`src/rtl/edit_key_controller.sv`:
```
// Button front end for the time-counter edit interface: sync/debounce four raw buttons,
// run the RUN/EDIT state machine and emit single-cycle KeyPlus/KeyMinus pulses with auto-repeat.
module edit_key_controller #(
    parameter int unsigned DEBOUNCE_CYCLES = 20000,
    parameter int unsigned REPEAT_DELAY    = 500000,
    parameter int unsigned REPEAT_PERIOD   = 100000,
    parameter int unsigned EDIT_TIMEOUT    = 5000000
) (
    input  logic       clk,
    input  logic       reset,
    input  logic       BtnSet,
    input  logic       BtnMode,
    input  logic       BtnPlus,
    input  logic       BtnMinus,
    output logic       EditMode,
    output logic [2:0] EditPos,
    output logic [1:0] screen,
    output logic       KeyPlus,
    output logic       KeyMinus
);

    localparam int unsigned DW = $clog2(DEBOUNCE_CYCLES + 1);
    localparam int unsigned RW = $clog2(REPEAT_DELAY + REPEAT_PERIOD + 1);
    localparam int unsigned TW = $clog2(EDIT_TIMEOUT + 1);

    localparam logic [0:0] ST_RUN  = 1'b0;
    localparam logic [0:0] ST_EDIT = 1'b1;

    // Button index: 0 Set, 1 Mode, 2 Plus, 3 Minus
    logic [3:0]    raw, sync1, sync2, lvl, lvl_d, armed, ev;
    logic [DW-1:0] db_cnt [4];

    assign raw = {BtnMinus, BtnPlus, BtnMode, BtnSet};

    // Synchronisers reset to "pressed" so a button held through reset never arms until seen released.
    always_ff @(posedge clk or negedge reset) begin
        if (!reset) begin
            sync1 <= '0;
            sync2 <= '0;
            lvl   <= '1;
            lvl_d <= '1;
            armed <= '0;
            for (int unsigned i = 0; i < 4; i++) db_cnt[i] <= '0;
        end else begin
            sync1 <= raw;
            sync2 <= sync1;
            lvl_d <= lvl;
            armed <= armed | sync2;
            for (int unsigned i = 0; i < 4; i++) begin
                if (sync2[i] != lvl[i]) begin
                    if (db_cnt[i] == DW'(DEBOUNCE_CYCLES - 1)) begin
                        lvl[i]    <= sync2[i];
                        db_cnt[i] <= '0;
                    end else begin
                        db_cnt[i] <= db_cnt[i] + 1'b1;
                    end
                end else begin
                    db_cnt[i] <= '0;
                end
            end
        end
    end

    assign ev = lvl_d & ~lvl & armed;

    logic [0:0]    state;
    logic [TW-1:0] tcnt;
    logic [RW-1:0] rcnt, rlim;
    logic          kp_d, km_d, set_pend, mode_pend;
    logic          rep_on, rep_minus, rep_phase;
    logic          allow, set_req, mode_req, apply, to_run, chg;
    logic          solo_p, solo_m, key_ok, plus_first, minus_first;
    logic          rep_alive, rep_due, do_plus, do_minus;

    assign EditMode = (state == ST_EDIT);

    always_comb begin
        allow       = KeyPlus & KeyMinus & kp_d & km_d;
        set_req     = ev[0] | set_pend;
        mode_req    = (ev[1] | mode_pend) & ~set_req;
        apply       = allow & (set_req | mode_req);
        to_run      = allow & ~set_req & ~mode_req & (state == ST_EDIT) &
                      (tcnt == TW'(EDIT_TIMEOUT - 1));
        chg         = apply | to_run;
        solo_p      = ~lvl[2] & lvl[3];
        solo_m      = lvl[2] & ~lvl[3];
        key_ok      = ~ev[0] & ~ev[1];
        plus_first  = key_ok & ev[2] & lvl[3];
        minus_first = key_ok & ~ev[2] & ev[3] & lvl[2];
        rlim        = rep_phase ? RW'(REPEAT_PERIOD - 1) : RW'(REPEAT_DELAY - 1);
        rep_alive   = rep_on & (rep_minus ? solo_m : solo_p);
        rep_due     = rep_alive & (rcnt == rlim);
        // An interface change owns its edge: pulses due then are dropped (events) or deferred (repeat).
        do_plus     = ~chg & (plus_first | (rep_due & ~rep_minus));
        do_minus    = ~chg & ~plus_first & (minus_first | (rep_due & rep_minus));
    end

    always_ff @(posedge clk or negedge reset) begin
        if (!reset) begin
            state     <= ST_RUN;
            EditPos   <= '0;
            screen    <= '0;
            KeyPlus   <= 1'b1;
            KeyMinus  <= 1'b1;
            kp_d      <= 1'b1;
            km_d      <= 1'b1;
            set_pend  <= 1'b0;
            mode_pend <= 1'b0;
            tcnt      <= '0;
            rcnt      <= '0;
            rep_on    <= 1'b0;
            rep_minus <= 1'b0;
            rep_phase <= 1'b0;
        end else begin
            kp_d     <= KeyPlus;
            km_d     <= KeyMinus;
            KeyPlus  <= ~do_plus;
            KeyMinus <= ~do_minus;

            if ((plus_first | minus_first) & (do_plus | do_minus)) begin
                rep_on    <= 1'b1;
                rep_minus <= do_minus;
                rep_phase <= 1'b0;
                rcnt      <= '0;
            end else if (!rep_alive) begin
                rep_on <= 1'b0;
                rcnt   <= '0;
            end else if (rep_due) begin
                if (!chg) begin
                    rcnt      <= '0;
                    rep_phase <= 1'b1;
                end
            end else begin
                rcnt <= rcnt + 1'b1;
            end

            if (apply) begin
                set_pend  <= 1'b0;
                mode_pend <= 1'b0;
            end else begin
                set_pend  <= set_req;
                mode_pend <= mode_req;
            end

            if (apply & set_req) begin
                state   <= (state == ST_RUN) ? ST_EDIT : ST_RUN;
                EditPos <= '0;
                tcnt    <= '0;
            end else if (apply) begin
                if (state == ST_RUN) screen <= screen + 2'd1;
                else EditPos <= (EditPos == 3'd5) ? 3'd0 : EditPos + 3'd1;
                tcnt <= '0;
            end else if (to_run) begin
                state   <= ST_RUN;
                EditPos <= '0;
                tcnt    <= '0;
            end else if (state == ST_RUN || (|ev) || do_plus || do_minus) begin
                tcnt <= '0;
            end else if (tcnt != TW'(EDIT_TIMEOUT - 1)) begin
                tcnt <= tcnt + 1'b1;
            end
        end
    end

endmodule

```
`config.mk`:
```
export PLATFORM = sky130hd
export DESIGN_NAME = edit_key_controller
export DESIGN_NICKNAME = d
export VERILOG_FILES = /design/src/rtl/edit_key_controller.sv
export SDC_FILE = /design/constraint.sdc
export NUM_CORES = 1
export LEC_CHECK = 0
export ABC_AREA = 1
export ABC_CLOCK_PERIOD_IN_PS = 2200
export CORE_MARGIN = 8
export CORE_UTILIZATION = 50
export DETAILED_ROUTE_END_ITERATION = 16
export PLACE_DENSITY = 0.66
export RECOVER_POWER = 100
export SLEW_MARGIN = 10
export SYNTH_ARGS = -nofsm -noshare
export SYNTH_HDL_FRONTEND = slang
export SYNTH_SLANG_ARGS = --single-unit
export TNS_END_PERCENT = 1
```
`constraint.sdc`:
```
create_clock -name clk -period 2.2 [get_ports clk]
set_clock_uncertainty 0.1 [all_clocks]
set_input_delay 0.44 -clock clk [delete_from_list [all_inputs] [get_ports clk]]
set_output_delay 0.44 -clock clk [all_outputs]
set_load 0.01 [all_outputs]
```
Fig. 1: clock nets
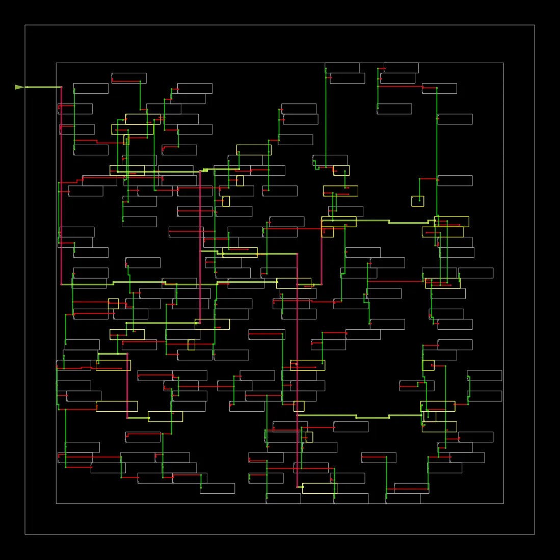
registers: 138
TritonCTS Buffers: 17
P_clk: 2.91 mW
clock sink count: 138

Fig. 2: clock wires, drivers and flops
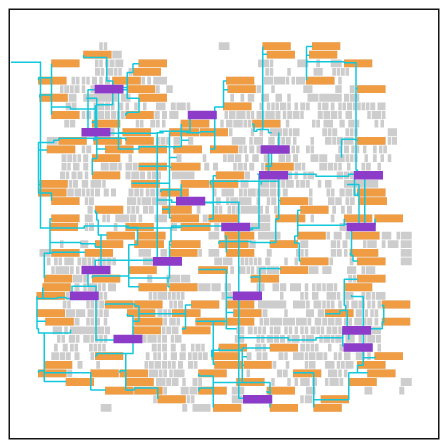
- purple: clock-net drivers (count 17)
- orange: flip-flops (count 138)
- cyan: clock wires (length 1,830 um)
- routed clock nets: 18
Clock power frac: 0.518
Clock Latency Late Sink: 0.42 ns

Fig. 3: placement by cell class
Scale bar: 50 um.
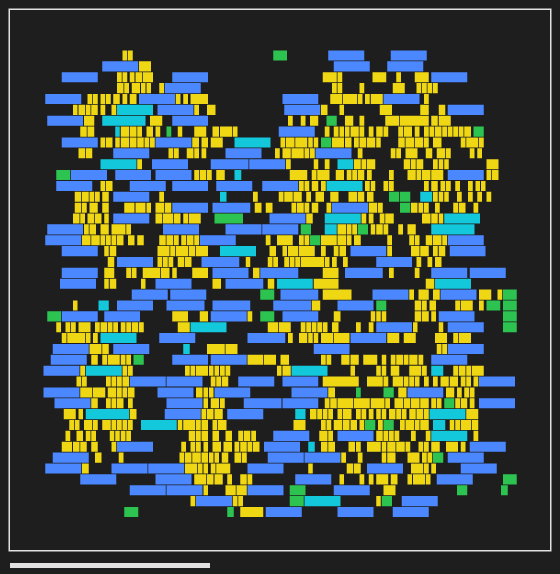
- blue: sequential cells (cells 138; share of their area 44%)
- yellow: remaining logic cells (cells 698; share of their area 45%)
- cyan: clock drivers and dummy loads (cells 32; share of their area 7.5%)
- green: remaining buffers and delay cells (cells 37; share of their area 3.9%)
Final Instance Area: 8200 um^2
Rows: 43
flop share of the area: 0.423
placeable core area: 13,900 um^2
Finished Core Util: 0.591

Fig. 4: signal wires on met1
Supply wires on this layer in grey.
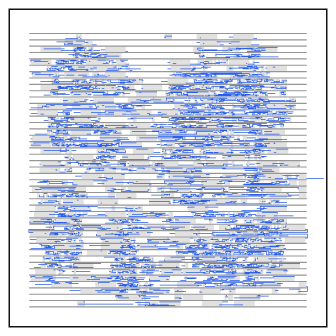
- wire length on this layer: 6,890 um
- main direction: horizontal
- longest straight run: 23.5 um
met1 GRT Util: 0.219
via count: 5,774
final WL: 15,100 um

==> flow_summary_export.csv <==
group,metric,value,unit
pwr,p_comb,127,uW
hold_path,hp-start,"sync1[2]",
yosys,syn_avg_cell_area,8.40,um^2
placed_design,detailedPlacementHpwl,10500,um
final_layout,n_antenna_cell,0,
yosys,syn_area,7100,um^2
critical_path,ff2ff_path_depth,13,
route,dr_wl_met3,738,um
final_layout,dominant-cell-class,"sequential cells",
clock_network,tritoncts,"built",
pwr,total_power,5.62,mW
pwr,p_leak,3.63,nW
final_layout,nNonClkInverters,123,
final_timing,rsz0062_at_grt,"yes",
final_layout,regMostFlops,"db_cnt",
critical_path,cp.arrival,1.61,ns
status,outcome,"complete, no violations",
final_timing,hold_viol_final,0,
final_layout,final_cells,1085,
placed_design,dp.cells,1047,
global_routing,grt_pass1_wl,25700,um
pwr,pwr-share-comb,0.023,
clock_network,cts_root_buf,"clkbuf_16",
final_layout,area_delta_synth_final,15.5,%
route,drc,0,
final_timing,worst_pin_slew,1.09,ns
floorplanning,die_area,18300,um^2
hold_path,min_path_type,"reg -> reg",
logic make-up after synthesis:
logic type | after synthesis | share of synthesized area
AND/OR/NAND/NOR | 443 | 0.300
flip-flops | 138 | 0.489
buffers and inverters | 133 | 0.0797
AND-OR/OR-AND | 75 | 0.0589
XOR/XNOR | 47 | 0.0580
adder cells (fa/ha/maj) | 6 | 0.0106
multiplexers | 3 | 0.00476
repair_timing:
action,CTS,global route
hold buffers,1,0
pin swaps,1,5
endpoints found under the hold margin,38,0
cloned,0,1
gates resized,0,14
endpoints found under the setup margin,1,48
buffers inserted,0,4
Power and IR drop assume default switching activity.
